`src/rtl/rgb_ycbcr_pipe_pkg.sv`:
```
// Shared definitions for the RGB-to-YCbCr pipeline.
// Contents:
//   mode_e      output mode selector (YCbCr, grey, passthrough, threshold)
//   sideband_t  video qualifier and sync bits that travel with each pixel
//   Coef*       8-bit unsigned coefficient magnitudes; the signs live in the lanes
//   RoundConst  half-LSB added to every sum ahead of the fractional shift
//   ofs()       mid-scale chroma offset for a given component width
package ycbcr_pkg;

  typedef enum logic [1:0] {
    MODE_YCBCR  = 2'd0,
    MODE_GREY   = 2'd1,
    MODE_PASS   = 2'd2,
    MODE_THRESH = 2'd3
  } mode_e;

  typedef struct packed {
    logic valid;
    logic de;
    logic hs;
    logic vs;
  } sideband_t;

  // Luma
  localparam int unsigned CoefYR  = 77;
  localparam int unsigned CoefYG  = 150;
  localparam int unsigned CoefYB  = 29;
  // Blue-difference chroma (R and G terms are subtracted)
  localparam int unsigned CoefCbR = 43;
  localparam int unsigned CoefCbG = 85;
  localparam int unsigned CoefCbB = 128;
  // Red-difference chroma (G and B terms are subtracted)
  localparam int unsigned CoefCrR = 128;
  localparam int unsigned CoefCrG = 107;
  localparam int unsigned CoefCrB = 21;

  localparam int unsigned RoundConst = 128;

  // Mid-scale offset in the pre-shift domain: 2^(comp_w-1) scaled by 2^8.
  function automatic int unsigned ofs(input int unsigned comp_w);
    return 32'd1 << (comp_w + 7);
  endfunction

endpackage

```
`src/rtl/rgb_ycbcr_pipe_if.sv`:
```
// Pixel bus between the frame source and the converter.
// Signals:
//   in_valid/in_de/in_hs/in_vs  pixel qualifier and video sync sideband into the pipe
//   in_rgb                      {R,G,B}, R in the MSBs
//   mode_sel/thresh             requested output mode and luma threshold
//   out_valid/out_de/out_hs/out_vs  sideband, three cycles later
//   out_data                    converted pixel, first component in the MSBs
//   mode_active                 mode currently in force
// master: the frame source side; slave: the converter.
interface rgb_ycbcr_pipe_if #(
  parameter int unsigned COMP_W = 8
);

  logic                  in_valid;
  logic                  in_de;
  logic                  in_hs;
  logic                  in_vs;
  logic [3*COMP_W-1:0]   in_rgb;
  logic [1:0]            mode_sel;
  logic [COMP_W-1:0]     thresh;

  logic                  out_valid;
  logic                  out_de;
  logic                  out_hs;
  logic                  out_vs;
  logic [3*COMP_W-1:0]   out_data;
  logic [1:0]            mode_active;

  modport master (
    output in_valid, in_de, in_hs, in_vs, in_rgb, mode_sel, thresh,
    input  out_valid, out_de, out_hs, out_vs, out_data, mode_active
  );

  modport slave (
    input  in_valid, in_de, in_hs, in_vs, in_rgb, mode_sel, thresh,
    output out_valid, out_de, out_hs, out_vs, out_data, mode_active
  );

endinterface

```
`src/rtl/rgb_ycbcr_pipe_lane.sv`:
```
// One colour-space output channel: three weighted products, a signed sum with
// rounding and offset, then a fractional shift and clamp to the component range.
// Ports:
//   clk, rst_n    pixel clock, asynchronous active-low reset
//   r_i/g_i/b_i   input components (stage 0)
//   result_o      clamped component, combinational from the stage-2 sum register,
//                 so it is valid in the same cycle as the top-level stage-2 sideband
module ycbcr_lane
  import ycbcr_pkg::*;
#(
  parameter int unsigned CompW  = 8,
  parameter int unsigned FracW  = 8,
  parameter int unsigned CoefR  = 0,
  parameter int unsigned CoefG  = 0,
  parameter int unsigned CoefB  = 0,
  parameter bit          NegR   = 1'b0,
  parameter bit          NegG   = 1'b0,
  parameter bit          NegB   = 1'b0,
  parameter int unsigned Offset = 0
) (
  input  logic             clk,
  input  logic             rst_n,
  input  logic [CompW-1:0] r_i,
  input  logic [CompW-1:0] g_i,
  input  logic [CompW-1:0] b_i,
  output logic [CompW-1:0] result_o
);

  localparam int unsigned ProdW = CompW + 8;
  localparam int unsigned SumW  = CompW + 10;

  localparam logic signed [SumW-1:0] Bias = SumW'(RoundConst + Offset);

  logic        [ProdW-1:0] prod_r_d, prod_g_d, prod_b_d;
  logic        [ProdW-1:0] prod_r_q, prod_g_q, prod_b_q;
  logic signed [SumW-1:0]  sum_d, sum_q;
  logic signed [SumW-1:0]  shifted;

  // Zero-extend an unsigned product into the signed sum domain, negating on request.
  function automatic logic signed [SumW-1:0] term(input logic [ProdW-1:0] p, input bit neg);
    logic signed [SumW-1:0] ext;
    ext = $signed({2'b00, p});
    return neg ? -ext : ext;
  endfunction

  // Coefficients are below 256, so every product fits in CompW+8 bits; the x128
  // weights reduce to shifts in synthesis.
  always_comb begin
    prod_r_d = ProdW'(r_i) * ProdW'(CoefR);
    prod_g_d = ProdW'(g_i) * ProdW'(CoefG);
    prod_b_d = ProdW'(b_i) * ProdW'(CoefB);
  end

  always_comb begin
    sum_d = term(prod_r_q, NegR) + term(prod_g_q, NegG) + term(prod_b_q, NegB) + Bias;
  end

  always_ff @(posedge clk or negedge rst_n) begin
    if (!rst_n) begin
      prod_r_q <= '0;
      prod_g_q <= '0;
      prod_b_q <= '0;
      sum_q    <= '0;
    end else begin
      prod_r_q <= prod_r_d;
      prod_g_q <= prod_g_d;
      prod_b_q <= prod_b_d;
      sum_q    <= sum_d;
    end
  end

  // Arithmetic shift keeps the sign so negative sums clamp to zero; any set bit
  // above the component width means overflow and clamps to all-ones.
  always_comb begin
    shifted  = sum_q >>> FracW;
    result_o = shifted[CompW-1:0];
    if (shifted[SumW-1]) begin
      result_o = '0;
    end else if (|shifted[SumW-2:CompW]) begin
      result_o = '1;
    end
  end

endmodule

```
`src/rtl/rgb_ycbcr_pipe.sv`:
```
// Fully pipelined RGB-to-YCbCr converter with YCbCr 4:4:4, grey, passthrough and
// binary-threshold output modes. Three cycles from input to output for data and
// every sideband bit. Mode and threshold are latched only on a vsync rising edge
// and ride along with each pixel, so a frame never mixes two modes.
// Ports:
//   clk    pixel clock
//   rst_n  asynchronous active-low reset; clears the pipeline, outputs and mode
//   bus    pixel bus (slave side): input pixel/sideband/mode request, output
//          pixel/sideband and mode_active
module rgb_ycbcr_pipe
  import ycbcr_pkg::*;
#(
  parameter int unsigned COMP_W    = 8,
  parameter int unsigned COEF_FRAC = 8
) (
  input  logic            clk,
  input  logic            rst_n,
  rgb_ycbcr_pipe_if.slave bus
);

  localparam int unsigned DataW = 3 * COMP_W;

  logic [COMP_W-1:0] in_r, in_g, in_b;
  logic [COMP_W-1:0] lane_y, lane_cb, lane_cr;

  // Vsync edge detect and latched mode
  logic              vs_q;
  logic              vs_rise;
  mode_e             mode_d, mode_q;
  logic [COMP_W-1:0] thresh_d, thresh_q;

  // Delay lines matched to the lane pipeline
  sideband_t         in_sb;
  sideband_t         s1_sb_q, s2_sb_q, out_sb_q;
  mode_e             s1_mode_q, s2_mode_q;
  logic [COMP_W-1:0] s1_thresh_q, s2_thresh_q;
  logic [DataW-1:0]  s1_rgb_q, s2_rgb_q;

  logic [DataW-1:0]  mux_data;
  logic [DataW-1:0]  out_data_d, out_data_q;

  assign in_r = bus.in_rgb[3*COMP_W-1:2*COMP_W];
  assign in_g = bus.in_rgb[2*COMP_W-1:COMP_W];
  assign in_b = bus.in_rgb[COMP_W-1:0];

  assign in_sb = '{valid: bus.in_valid, de: bus.in_de, hs: bus.in_hs, vs: bus.in_vs};

  // The pixel entering on the rising-edge cycle already takes the new mode, so the
  // stage-1 mode comes from mode_d rather than mode_q.
  always_comb begin
    vs_rise  = bus.in_vs & ~vs_q;
    mode_d   = mode_q;
    thresh_d = thresh_q;
    if (vs_rise) begin
      mode_d   = mode_e'(bus.mode_sel);
      thresh_d = bus.thresh;
    end
  end

  ycbcr_lane #(
    .CompW  (COMP_W),
    .FracW  (COEF_FRAC),
    .CoefR  (CoefYR),
    .CoefG  (CoefYG),
    .CoefB  (CoefYB),
    .NegR   (1'b0),
    .NegG   (1'b0),
    .NegB   (1'b0),
    .Offset (0)
  ) u_lane_y (
    .clk      (clk),
    .rst_n    (rst_n),
    .r_i      (in_r),
    .g_i      (in_g),
    .b_i      (in_b),
    .result_o (lane_y)
  );

  ycbcr_lane #(
    .CompW  (COMP_W),
    .FracW  (COEF_FRAC),
    .CoefR  (CoefCbR),
    .CoefG  (CoefCbG),
    .CoefB  (CoefCbB),
    .NegR   (1'b1),
    .NegG   (1'b1),
    .NegB   (1'b0),
    .Offset (ofs(COMP_W))
  ) u_lane_cb (
    .clk      (clk),
    .rst_n    (rst_n),
    .r_i      (in_r),
    .g_i      (in_g),
    .b_i      (in_b),
    .result_o (lane_cb)
  );

  ycbcr_lane #(
    .CompW  (COMP_W),
    .FracW  (COEF_FRAC),
    .CoefR  (CoefCrR),
    .CoefG  (CoefCrG),
    .CoefB  (CoefCrB),
    .NegR   (1'b0),
    .NegG   (1'b1),
    .NegB   (1'b1),
    .Offset (ofs(COMP_W))
  ) u_lane_cr (
    .clk      (clk),
    .rst_n    (rst_n),
    .r_i      (in_r),
    .g_i      (in_g),
    .b_i      (in_b),
    .result_o (lane_cr)
  );

  // Stage-3 select uses the mode captured alongside the pixel, not mode_q.
  always_comb begin
    mux_data = '0;
    unique case (s2_mode_q)
      MODE_YCBCR:  mux_data = {lane_y, lane_cb, lane_cr};
      MODE_GREY:   mux_data = {lane_y, lane_y, lane_y};
      MODE_PASS:   mux_data = s2_rgb_q;
      MODE_THRESH: mux_data = {DataW{lane_y >= s2_thresh_q}};
      default:     mux_data = '0;
    endcase
    out_data_d = s2_sb_q.valid ? mux_data : '0;
  end

  always_ff @(posedge clk or negedge rst_n) begin
    if (!rst_n) begin
      vs_q        <= 1'b0;
      mode_q      <= MODE_YCBCR;
      thresh_q    <= '0;
      s1_sb_q     <= '0;
      s2_sb_q     <= '0;
      out_sb_q    <= '0;
      s1_mode_q   <= MODE_YCBCR;
      s2_mode_q   <= MODE_YCBCR;
      s1_thresh_q <= '0;
      s2_thresh_q <= '0;
      s1_rgb_q    <= '0;
      s2_rgb_q    <= '0;
      out_data_q  <= '0;
    end else begin
      vs_q        <= bus.in_vs;
      mode_q      <= mode_d;
      thresh_q    <= thresh_d;
      s1_sb_q     <= in_sb;
      s2_sb_q     <= s1_sb_q;
      out_sb_q    <= s2_sb_q;
      s1_mode_q   <= mode_d;
      s2_mode_q   <= s1_mode_q;
      s1_thresh_q <= thresh_d;
      s2_thresh_q <= s1_thresh_q;
      s1_rgb_q    <= bus.in_rgb;
      s2_rgb_q    <= s1_rgb_q;
      out_data_q  <= out_data_d;
    end
  end

  assign bus.out_valid   = out_sb_q.valid;
  assign bus.out_de      = out_sb_q.de;
  assign bus.out_hs      = out_sb_q.hs;
  assign bus.out_vs      = out_sb_q.vs;
  assign bus.out_data    = out_data_q;
  assign bus.mode_active = mode_q;

endmodule

```
`src/flat_wrapper.sv`:
```
// flat-port wrapper written by rule: the top's interface ports become plain ports
module rgb_ycbcr_pipe_flat import ycbcr_pkg::*;
#(
  parameter int unsigned COMP_W    = 8,
  parameter int unsigned COEF_FRAC = 8
)
  (clk, rst_n, bus_in_valid, bus_in_de, bus_in_hs, bus_in_vs, bus_in_rgb, bus_mode_sel, bus_thresh, bus_out_valid, bus_out_de, bus_out_hs, bus_out_vs, bus_out_data, bus_mode_active);
  rgb_ycbcr_pipe_if #(.COMP_W(COMP_W)) bus_i ();
  input  logic clk;
  input  logic rst_n;
  input wire logic [$bits(bus_i.in_valid)-1:0] bus_in_valid;
  input wire logic [$bits(bus_i.in_de)-1:0] bus_in_de;
  input wire logic [$bits(bus_i.in_hs)-1:0] bus_in_hs;
  input wire logic [$bits(bus_i.in_vs)-1:0] bus_in_vs;
  input wire logic [$bits(bus_i.in_rgb)-1:0] bus_in_rgb;
  input wire logic [$bits(bus_i.mode_sel)-1:0] bus_mode_sel;
  input wire logic [$bits(bus_i.thresh)-1:0] bus_thresh;
  output wire logic [$bits(bus_i.out_valid)-1:0] bus_out_valid;
  output wire logic [$bits(bus_i.out_de)-1:0] bus_out_de;
  output wire logic [$bits(bus_i.out_hs)-1:0] bus_out_hs;
  output wire logic [$bits(bus_i.out_vs)-1:0] bus_out_vs;
  output wire logic [$bits(bus_i.out_data)-1:0] bus_out_data;
  output wire logic [$bits(bus_i.mode_active)-1:0] bus_mode_active;
  assign bus_i.in_valid = bus_in_valid;
  assign bus_i.in_de = bus_in_de;
  assign bus_i.in_hs = bus_in_hs;
  assign bus_i.in_vs = bus_in_vs;
  assign bus_i.in_rgb = bus_in_rgb;
  assign bus_i.mode_sel = bus_mode_sel;
  assign bus_i.thresh = bus_thresh;
  assign bus_out_valid = bus_i.out_valid;
  assign bus_out_de = bus_i.out_de;
  assign bus_out_hs = bus_i.out_hs;
  assign bus_out_vs = bus_i.out_vs;
  assign bus_out_data = bus_i.out_data;
  assign bus_mode_active = bus_i.mode_active;
  rgb_ycbcr_pipe #(.COMP_W(COMP_W), .COEF_FRAC(COEF_FRAC)) u_core (.clk(clk), .rst_n(rst_n), .bus(bus_i));
endmodule
```
`config.mk`:
```
export PLATFORM = sky130hd
export DESIGN_NAME = rgb_ycbcr_pipe_flat
export DESIGN_NICKNAME = d
export VERILOG_FILES = /design/src/rtl/rgb_ycbcr_pipe_pkg.sv /design/src/rtl/rgb_ycbcr_pipe_if.sv /design/src/rtl/rgb_ycbcr_pipe_lane.sv /design/src/rtl/rgb_ycbcr_pipe.sv /design/src/flat_wrapper.sv
export SDC_FILE = /design/constraint.sdc
export NUM_CORES = 1
export LEC_CHECK = 0
export CAP_MARGIN = 20
export CORE_MARGIN = 2
export CORE_UTILIZATION = 30
export CTS_BUF_LIST = sky130_fd_sc_hd__clkbuf_8 sky130_fd_sc_hd__clkbuf_16
export CTS_CLUSTER_SIZE = 20
export DETAILED_ROUTE_END_ITERATION = 6
export SYNTH_ARGS = -nofsm -noshare
export SYNTH_HDL_FRONTEND = slang
export SYNTH_HIERARCHICAL = 1
export SYNTH_SLANG_ARGS = --single-unit
```
`constraint.sdc`:
```
create_clock -name clk -period 3.3 [get_ports clk]
set_input_delay 0.495 -clock clk [delete_from_list [all_inputs] [get_ports clk]]
set_output_delay 0.495 -clock clk [all_outputs]
set_load 0.005 [all_outputs]
```
Run 1, sequential cells grouped by signal name:
Scale bar: 50 um.
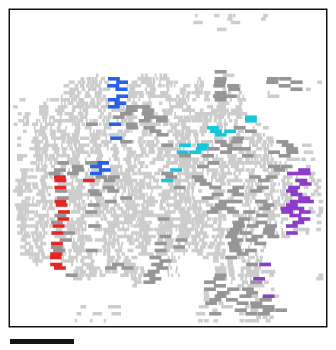
- u_core/u_lane_y/prod_r_q: red (sequential cells 15)
- u_core/u_lane_cr/prod_b_q: cyan (sequential cells 13; where centre)
- u_core/bus.out_data: purple (sequential cells 24)
- u_core/u_lane_cb/prod_r_q: blue (sequential cells 14)
post-layout util: 0.386
Seq power: 4.28 mW
Sequential Area: 6260 sq um
sequential cell area share: 0.282

Run 1, placement by cell class:
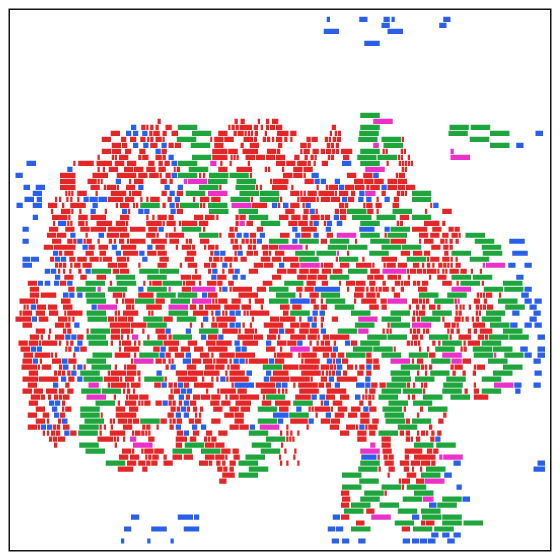
- sequential cells: green (cells 250)
- clock drivers and dummy loads: magenta (cells 51)
- combinational and other logic: red (cells 1327)
- remaining buffers and delay cells: blue (cells 288)

==> out/qor.yml, run 1 <==
timing:
  finalClockPeriodUsage: 0.987
  setup_viol_count_final: 0
  tightest_slew_ps: 893
  hold_violations: 0
  period_needed_ps: 3260
  slew_viol_final: 0
  skew_ps: 13.7
setup_path:
  critPathCapture: "u_core/u_lane_cr/prod_g_q[12]"
  path_delay_family: "adder cells"
  critical_path_class: "primary input to register"
  path_depth: 13
  required_ps: 3790
  cp_slowest_cell: "fa_1"
  r2r_slack_ps: 130
  crit_chain: "clkbuf_2, buf_12, ha_4, fa_1, fa_1, inv_2, fa_1, inv_2, ha_4, a2111o_1, o311ai_4, and2b_1, xnor2_1"
  crit_buf_inv: 4
  timing.rr.start: "u_core/u_lane_y/prod_r_q[5]"
  path_max_fanout: 6
  cp.arrival_ps: 3740
  crit_path_start_kind: "primary input"
  rr_worst_depth: 12
  r2r_end: "u_core/u_lane_y/sum_q[15]"
  crit_path_start: "bus_in_rgb[14]"
  cpPeakStageDelay_ps: 550
worst_hold_path:
  min_path_type: "primary input to register"
  min_from: "bus_in_rgb[3]"
synthesis:
  ys_seq_frac: 0.359
  ys_cells: 1600
  top_cells_by_area: "dfrtp_1 36%, ha_1 25%, fa_1 9.5%"
  synth_flops: 250
  synth_cell_types: 82
  top_cell: "ha_1"
  synthTopCellsByCount: "343 x ha_1, 293 x inv_1, 250 x dfrtp_1"
  largest_area_cell: "dfrtp_1"
  aoi_share: 0.116
  synth-main-ff-cell: "dfrtp_1"
  ys_async_sr_fraction: 1.00
  edf_count: 0
  mux_share: 0.00819
  yosys_warnings: 6
  synth_chip_area_sq_um: 17400
  xor_share: 0.0392
  synth_adder_area_share: 0.342
  synth_cells: 1600
grt:
  grt_usage: 0.142
  grt_max_degree: 70
  grt_pass1_wl_mm: 67.3
  grt_overflow: 0
  grt_pass1_vias: 12800
cells_and_area:
  diodes: 0
  layout-drive-gt1-share: 0.202
  layout.nets: 2361
pwr:
  power.density_nw_per_um2: 885
  finalPower_mw: 19.7
  leakagePower_nw: 11.3
  ir_drop_mv: 0.523
clock_network:
  htree_levels: 1
  cts_sinks: 250
  cts_tree: "done"
  clockBufferDepth: 3
place:
  placed_cells: 2613
  gp_congestion: 0.838
  io_buffer_count: 69
  dpl-instance-area_sq_um: 20700
routing:
  drc: 0
  wl_per_cell_um: 15.7
  wirelength_mm: 42.1
  first_pass_iters: 5
  vias: 12100
floorplanning:
  io_pins: 70
  dieArea_sq_um: 60000
  fp.coreArea_sq_um: 57600
  rows: 88
  fp_util: 0.303
status:
  outcome: "complete, no violations"
Run 1, sizing map:
Scale bar: 50 um.
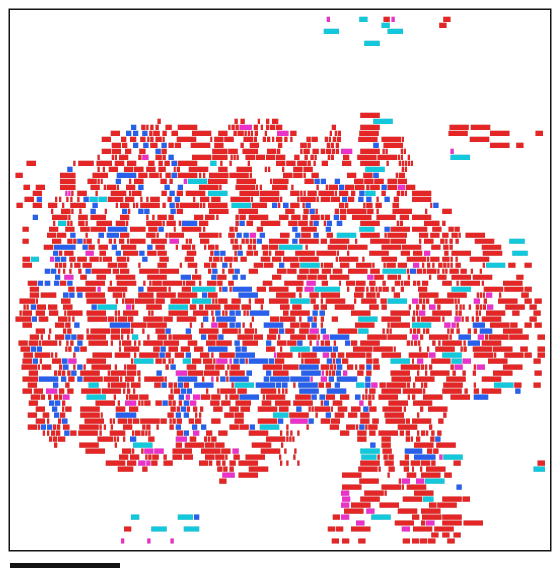
- _2 cells: magenta (cells 85; share 4.4%)
- _0 and _1 cells: red (cells 1529; share 80%)
- _6 and larger: cyan (cells 62; share 3.2%)
- _3 and _4 cells: blue (cells 240; share 13%)

Run 1, clock wiring as the flow saved it:
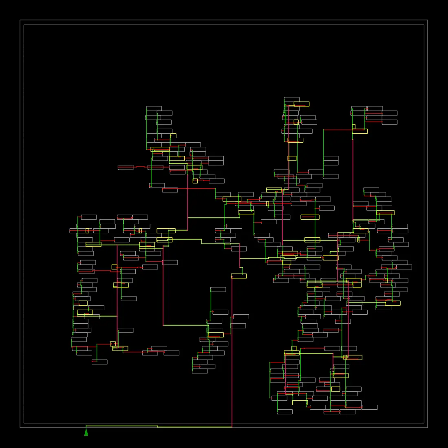
clk_lat worst skew: 570 ps
CTS buffer count: 28

-- run 1: registers in the layout, indices dropped and copies added (netlist names), 10 cells and up --
register and cells:
u_core/bus.out_data 24, u_core/s1_rgb_q 24, u_core/s2_rgb_q 24, u_core/u_lane_cb/prod_g_q 15, u_core/u_lane_cb/prod_r_q 14, u_core/u_lane_cb/sum_q 10, u_core/u_lane_cr/prod_b_q 13, u_core/u_lane_cr/prod_g_q 15
u_core/u_lane_cr/sum_q 10, u_core/u_lane_y/prod_b_q 13, u_core/u_lane_y/prod_g_q 15, u_core/u_lane_y/prod_r_q 15, u_core/u_lane_y/sum_q 10
-- run 1: where the power goes --
part | leakage [nW] | internal [mW] | switching, mW
Sequential | 2.97 | 3.97 | 0.307
Clock | 0.477 | 1.83 | 1.29
Combinational | 7.86 | 5.50 | 6.76
Total | 11.3 | 11.3 | 8.36
-- run 1: cell families after synthesis --
group / count (synthesis)
compound gates: 281
simple gates: 236
flops: 250
xor+xnor: 78
mux: 13
buf+inv: 316
fa+ha+maj: 426
-- run 1: how the worst min path moves through the flow --
stage | cells after the start | to
floorplan | 0 | u_core/bus.out_data[0]
global placement | 0 | u_core/bus.out_vs
CTS | 1 | u_core/s1_sb_q[3]
detailed placement | 0 | u_core/bus.out_vs
finish | 2 | u_core/s1_rgb_q[3]
global route | 2 | u_core/s1_rgb_q[3]
-- run 1: per-stage QoR --
stage           util  setup slack (ps)  hold slack, ps  TNS (ps)
6_report       0.386              43.5             330         0
3_5_place_dp   0.360              -903             335    -28090
2_1_floorplan      -             -21.0             199     -29.5
3_3_place_gp   0.360              -793             333    -25770
4_1_cts        0.380              6.86             340         0
5_1_grt        0.386             -15.4             313     -44.8
-- run 1: cells in the final DEF (no fill, tap or decap), types with 26 or more instances in the layout --
cell type / Yosys / routed
a21oi_1: 96 / 89
buf_4: 0 / 195
clkbuf_16: 0 / 30
clkdlybuf4s50_1: 0 / 48
dfrtp_1: 250 / 250
fa_1: 83 / 82
ha_1: 343 / 317
inv_1: 293 / 290
nand2_1: 26 / 26
nor2_1: 110 / 108
o21ai_0: 39 / 37
xnor2_1: 55 / 55
-- run 1: metal layers --
metal,vias up,track usage,part of all wire,wire length [um]
met5,-,0,0,0
met4,0,0.0303,0.019,812
met3,52,0.0155,0.028,1170
met2,172,0.248,0.50,20900
met1,5953,0.188,0.46,19200
li1,5930,-,-,-
-- run 1: layout make-up --
| type | instances | area, sq um |
|---|---|---|
| Clock buffer | 33 | 769 |
| Clock inverter | 18 | 178 |
| Fill cell | 5565 | 35400 |
| Inverter | 293 | 1100 |
| Multi-Input combinational cell | 1034 | 10400 |
| Sequential cell | 250 | 6260 |
| Tap cell | 765 | 957 |
| Timing Repair Buffer | 288 | 2560 |
-- run 1: what timing repair did --
| item | CTS | global route |
|---|---|---|
| hold buffers | 1 | 0 |
| cloned | 1 | 2 |
| resized | 40 | 54 |
| setup endpoints to repair | 24 | 27 |
| buffers inserted | 5 | 8 |
| endpoints found under the hold margin | 65 | 0 |
| pin swaps | 19 | 27 |
==> run 2, diff against run 1 <==
- SLEW_MARGIN: not set -> 20
Run 2, sizing map:
Scale bar: 50 um.
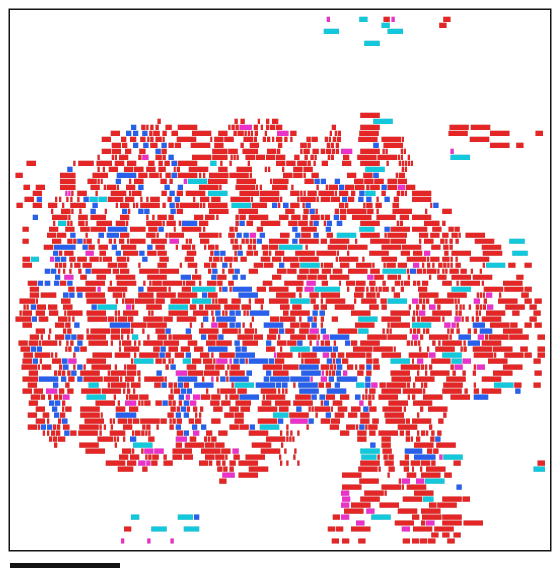
- _6 and larger: cyan (cells 62; share 3.2%)
- _0 and _1 cells: red (cells 1529; share 80%)
- _3 and _4 cells: blue (cells 240; share 13%)
- _2 cells: magenta (cells 85; share 4.4%)

==> run 2 against run 1 <==
First-iteration DRC count stayed put. Power unchanged. Combinational power is essentially flat. Synthesized cell count did not move. Global-route usage unchanged. Worst setup slack unchanged. Critical path depth stayed put. Non-clock buffer count did not move. Clock power is essentially flat. Critical path type unchanged. Largest cell class unchanged.
==> out/qor.yml, run 2 <==
setup_path:
  critical_path_class: "primary input to register"
  required_ps: 3790
  cp.arrival_ps: 3740
  path_delay_family: "adder cells"
  path_max_fanout: 6
  cp_slowest_cell: "fa_1"
  crit_buf_inv: 4
  cpPeakStageDelay_ps: 550
  crit_chain: "clkbuf_2, buf_12, ha_4, fa_1, fa_1, inv_2, fa_1, inv_2, ha_4, a2111o_1, o311ai_4, and2b_1, xnor2_1"
  crit_path_start_kind: "primary input"
place:
  gp_congestion: 0.838
  dpl-instance-area_sq_um: 20700
  dp_slack_ps: -903
  io_buffer_count: 69
clock_network:
  clkLatencyLatePin_ps: 570
  cts_tree: "done"
  numCtsBuffers: 28
  cts_sinks: 250
  htree_levels: 1
  clockBufferDepth: 3
pwr:
  finalPower_mw: 19.7
  power.density_nw_per_um2: 885
  leakagePower_nw: 11.3
  p_sw_mw: 8.36
  combPwrFrac: 0.624
  clockPowerShare: 0.159
  ir_drop_mv: 0.523
  seqPwrFrac: 0.217
  power.internal_mw: 11.3
  netSwitchingFraction: 0.425
grt:
  grt_overflow: 0
  grt_pass1_vias: 12800
  grt_usage: 0.142
  grt_max_degree: 70
  grt_pass1_wl_mm: 67.3
synthesis:
  syn-cell-area_sq_um: 17400
  largest_area_cell: "dfrtp_1"
  top_area_frac: 0.359
  yosys_warnings: 6
  synth-main-ff-cell: "dfrtp_1"
  synth_chip_area_sq_um: 17400
  synthTopCellsByCount: "343 x ha_1, 293 x inv_1, 250 x dfrtp_1"
  ys_async_sr_fraction: 1.00
  top_cells_by_area: "dfrtp_1 36%, ha_1 25%, fa_1 9.5%"
  ys_seq_frac: 0.359
  synth_cells: 1600
  ys_cells: 1600
  synth_cell_types: 82
  top_cell: "ha_1"
  synth_flops: 250
  edf_count: 0
routing:
  wl_per_cell_um: 15.7
  vias: 12100
  drc: 0
  wirelength_mm: 42.1
  first_pass_iters: 5
  postRouteAntennaNets: 0
floorplanning:
  fp.coreArea_sq_um: 57600
  io_pins: 70
  fp_util: 0.303
  rows: 88
  dieArea_sq_um: 60000
cells_and_area:
  post-route-util: 0.386
  layout.nets: 2361
  lay_top_cells: "317 x ha_1, 290 x inv_1, 250 x dfrtp_1"
  lay_top_count: "ha_1"
  diodes: 0
timing:
  hold_ws_ps: 330
  slew_viol_final: 0
  period_needed_ps: 3260
  skew_ps: 13.7
  rsz0062_at_grt: "yes"
  hold_violations: 0
  slew_headroom: 0.404
  finalClockPeriodUsage: 0.987
  setup_viol_count_final: 0
  final.setup.worst_slack_ps: 43.5
  tightest_slew_ps: 893
worst_hold_path:
  min_path_type: "primary input to register"
status:
  outcome: "complete, no violations"
run 2: worst paths after layout:
path / cells after the start / endpoint / slack [ps] / start
max: 13 / u_core/u_lane_cr/prod_g_q[12] / 40 / bus_in_rgb[14]
min: 2 / u_core/s1_rgb_q[3] / 330 / bus_in_rgb[3]
max reg2reg: 12 / u_core/u_lane_y/sum_q[15] / 130 / u_core/u_lane_y/prod_r_q[5]
min reg2reg: 0 / u_core/s2_rgb_q[23] / 340 / u_core/s1_rgb_q[23]
max in group asynchronous: 3 / u_core/s2_rgb_q[7] / 2030 / rst_n
min in group asynchronous: 2 / u_core/bus.out_data[17] / 480 / rst_n
run 2: timing repair:
action,4_1_cts,5_1_grt
buffers inserted,5,8
hold endpoints to repair,65,0
endpoints found under the setup margin,24,27
gates resized,40,54
hold buffers,1,0
pin swaps,19,27
gates cloned,1,2
run 2: cell type report:
type / instances / area (sq um)
Fill cell: 5565 / 35400
Multi-Input combinational cell: 1034 / 10400
Sequential cell: 250 / 6260
Timing Repair Buffer: 288 / 2560
Inverter: 293 / 1100
Tap cell: 765 / 957
Clock buffer: 33 / 769
Clock inverter: 18 / 178
run 2: power by group through the flow:
stage	Clock (mW)	Sequential, mW	Combinational (mW)
CTS	3.21	4.29	12.0
detailed placement	0	4.35	11.9
floorplan	0	4.21	8.27
finish	3.12	4.28	12.3
global route	3.34	4.35	13.8
global placement	0	4.34	11.5
run 2: logic make-up after synthesis:
logic type	count (synthesis)	synth area share
XOR/XNOR	78	0.0392
multiplexers	13	0.00819
AND-OR/OR-AND	281	0.116
adder cells (fa/ha/maj)	426	0.342
flip-flops	250	0.359
buffers and inverters	316	0.0707
AND/OR/NAND/NOR	236	0.0655
run 2: stage by stage:
| stage | instances | TNS (ps) |
|---|---|---|
| 2_1_floorplan | 1600 | -29.5 |
| 3_3_place_gp | 2613 | -25770 |
| 3_5_place_dp | 2613 | -28090 |
| 4_1_cts | 2671 | 0 |
| 5_1_grt | 2681 | -44.8 |
| 6_report | 2681 | 0 |
run 2: routing by layer:
layer | GRT usage | share of wire | up-vias
met4 | 0.0303 | 0.019 | 0
met3 | 0.0155 | 0.028 | 52
li1 | - | - | 5930
met5 | 0 | 0 | -
met1 | 0.188 | 0.46 | 5953
met2 | 0.248 | 0.50 | 172
==> run 3, diff against run 2 <==
==> constraint.sdc (replaced) <==
create_clock -name clk -period 3.3 [get_ports clk]
set_input_delay 0.66 -clock clk [delete_from_list [all_inputs] [get_ports clk]]
set_output_delay 0.66 -clock clk [all_outputs]
set_load 0.005 [all_outputs]
Run 3, sequential cells grouped by signal name:
Scale bar: 50 um.
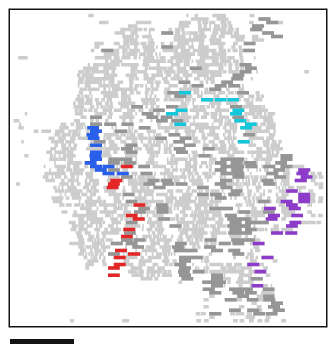
- u_core/bus.out_data: purple (sequential cells 24)
- u_core/u_lane_y/prod_r_q: red (sequential cells 15)
- u_core/u_lane_cb/prod_r_q: blue (sequential cells 14; where middle left)
- u_core/u_lane_cr/prod_b_q: cyan (sequential cells 13)
post-layout util: 0.392
sequential cell area share: 0.277

==> run 3 against run 2 <==
Fmax rose by 0.54%. Flip-flop count did not move. Largest power group unchanged. Power rose by 1.8%. Die area did not move. Global-route usage barely moved. Critical path type unchanged. Critical endpoint is now u_core/u_lane_cr/prod_g_q[14]. Clock skew rose by 4.3 ps.
==> out/qor.yml, run 3 <==
grt:
  grt_pass1_wl_mm: 67.0
  grt_antenna_before_repair: 7
  grt_usage: 0.141
  grt_pass1_vias: 12800
  grt_overflow: 0
  grt_max_degree: 86
floorplanning:
  rows: 88
  die_y_um: 245
  chipWidth_um: 245
  fp.coreArea_sq_um: 57600
  fp_util: 0.303
  dieArea_sq_um: 60000
  io_pins: 70
timing:
  period_needed_ps: 3240
  final.setup.worst_slack_ps: 61.0
  fmax_mhz: 309
  slew_viol_final: 0
  skew_ps: 18.0
  finalClockPeriodUsage: 0.982
  setup_viol_count_final: 0
  hold_violations: 0
  rsz0062_at_grt: "yes"
  slew_headroom: 0.416
  tightest_slew_ps: 875
synthesis:
  floorplan.nets: 2066
  synth_flops: 250
  edf_count: 0
  synth_cells: 1600
  synth_cell_types: 82
  top_cells_by_area: "dfrtp_1 36%, ha_1 25%, fa_1 9.5%"
  yosys_warnings: 6
  synthTopCellsByCount: "343 x ha_1, 293 x inv_1, 250 x dfrtp_1"
  ys_cells: 1600
  ys_async_sr_fraction: 1.00
  syn-cell-area_sq_um: 17400
  ys_seq_frac: 0.359
  top_cell: "ha_1"
  synth_chip_area_sq_um: 17400
  avgSynthCellArea_sq_um: 10.9
  largest_area_cell: "dfrtp_1"
  top_area_frac: 0.359
  synth-main-ff-cell: "dfrtp_1"
routing:
  postRouteAntennaNets: 0
  drc: 0
  first_pass_iters: 4
  drtIter0Drc: 527
  wl_per_cell_um: 15.5
  wirelength_mm: 41.8
  vias: 12100
  drt-vias-per-instance: 4.50
cells_and_area:
  layout-drive-gt1-share: 0.233
  lay_top_count: "ha_1"
  stdcell_count: 2693
  syn_to_final_growth_pct: 29.4
  lay_top_cells: "298 x ha_1, 285 x inv_1, 250 x dfrtp_1"
  layout.nets: 2372
status:
  outcome: "complete, no violations"
setup_path:
  r2r_end: "u_core/u_lane_y/sum_q[16]"
  required_ps: 3730
  cp_slowest_cell: "fa_1"
  crit_top_cell: "fa_1"
  rr_worst_depth: 12
  cpPeakStageDelay_ps: 500
  path_max_fanout: 7
  crit_chain: "clkbuf_4, ha_4, fa_1, fa_1, inv_1, fa_1, inv_2, ha_4, a2111o_1, o311ai_2, a21oi_1, xnor2_1"
  endpoint_kind: "register"
  crit_path_start_kind: "primary input"
  cp.arrival_ps: 3670
  critical_path_class: "primary input to register"
  timing.rr.start: "u_core/u_lane_y/prod_r_q[5]"
  r2r_slack_ps: 180
place:
  io_buffer_count: 69
  gp_congestion: 0.858
  placed_cells: 2625
  dp_hpwl_mm: 33.7
  dp_slack_ps: -983
pwr:
  finalPower_mw: 20.0
  leakagePower_nw: 11.3
  ir_drop_mv: 0.504
  power.density_nw_per_um2: 888
clock_network:
  clockBufferDepth: 3
  cts_tree: "done"
  htree_levels: 1
  cts_sinks: 250
  clk_pin_slew_worst_paths_ps: 60
  clkLatencyLatePin_ps: 560
  numCtsBuffers: 27
  ctsHoldBuffers: 0
  cts_root_buf: "clkbuf_16"
worst_hold_path:
  min_path_type: "primary input to asynchronous set/reset pin"
flow_run:
  warnings: 39
  cap_violations: 0
-- run 3: cell types whose count changed in the layout (fill, tap and decap cells not counted), moves of 4 or more --
cell / before / now
ha_4: 25 / 41
bufinv_16: 2 / 6
dlymetal6s2s_1: 7 / 2
buf_4: 195 / 214
ha_1: 317 / 298
inv_2: 8 / 13
inv_1: 290 / 285
a21oi_1: 89 / 85
buf_12: 11 / 7
-- run 3: power by group --
| group | internal (mW) | total, mW | switching (mW) |
|---|---|---|---|
| logic | 5.68 | 12.4 | 6.70 |
| registers | 3.97 | 4.31 | 0.348 |
| clock network | 2.04 | 3.33 | 1.29 |
-- run 3: critical path, delay by kind of cell --
kind,cells,cell delay [ps]
adder cells (fa/ha/maj),5,1920
buffers and inverters,3,300
AND-OR/OR-AND,3,650
XOR/XNOR,1,130
-- run 3: worst max path at each step --
stage	to	cells after the start	startpoint	slack, ps
3_3_place_gp	u_core/u_lane_cr/prod_g_q[14]	15	bus_in_rgb[11]	-930
4_1_cts	u_core/u_lane_cr/prod_g_q[14]	14	bus_in_rgb[9]	-100
6_report	u_core/u_lane_cr/prod_g_q[14]	12	bus_in_rgb[10]	60
3_5_place_dp	u_core/u_lane_cr/prod_g_q[14]	15	bus_in_rgb[11]	-980
2_1_floorplan	u_core/u_lane_cr/prod_g_q[14]	11	bus_in_rgb[12]	-190
5_1_grt	u_core/u_lane_cr/prod_g_q[14]	14	bus_in_rgb[13]	-40
-- run 3: cell families after synthesis --
| kind of cell | share of synthesized area |
|---|---|
| fa+ha+maj | 0.342 |
| buf+inv | 0.0707 |
| compound gates | 0.116 |
| flops | 0.359 |
| simple gates | 0.0655 |
| xor+xnor | 0.0392 |
| mux | 0.00819 |
-- run 3: timing repair --
action	4_1_cts	5_1_grt
pin swaps	52	60
gates cloned	1	0
setup endpoints to repair	38	31
setup buffers	12	9
gates resized	88	74
-- run 3: metal layers --
layer	wire, um	part of all wire	vias up	GRT usage
li1	-	-	5949	-
met1	19100	0.46	5917	0.184
met2	19800	0.47	177	0.238
met3	1510	0.036	73	0.0219
met4	1370	0.033	6	0.0482
met5	31	0.00074	-	0
-- run 3: through the flow --
stage          hold slack (ps)  cell area [sq um]  TNS [ps]
2_1_floorplan              331              17700      -670
3_3_place_gp               333              20900    -35840
3_5_place_dp               335              20900    -37150
4_1_cts                    110              22300      -221
5_1_grt                    159              22500     -68.1
6_report                  97.4              22600         0
-- run 3: final cells by class --
type                       count  area (sq um)
antenna                        1          2.50
clock buffer                  30           717
clock inverter                20           278
fill                        5485         35000
inverter                     293          1100
multi-input combinational   1034         10700
sequential                   250          6260
tap                          765           957
timing repair buffer         300          2550
Power figures rest on the tool's default switching activity, not on a simulated workload.
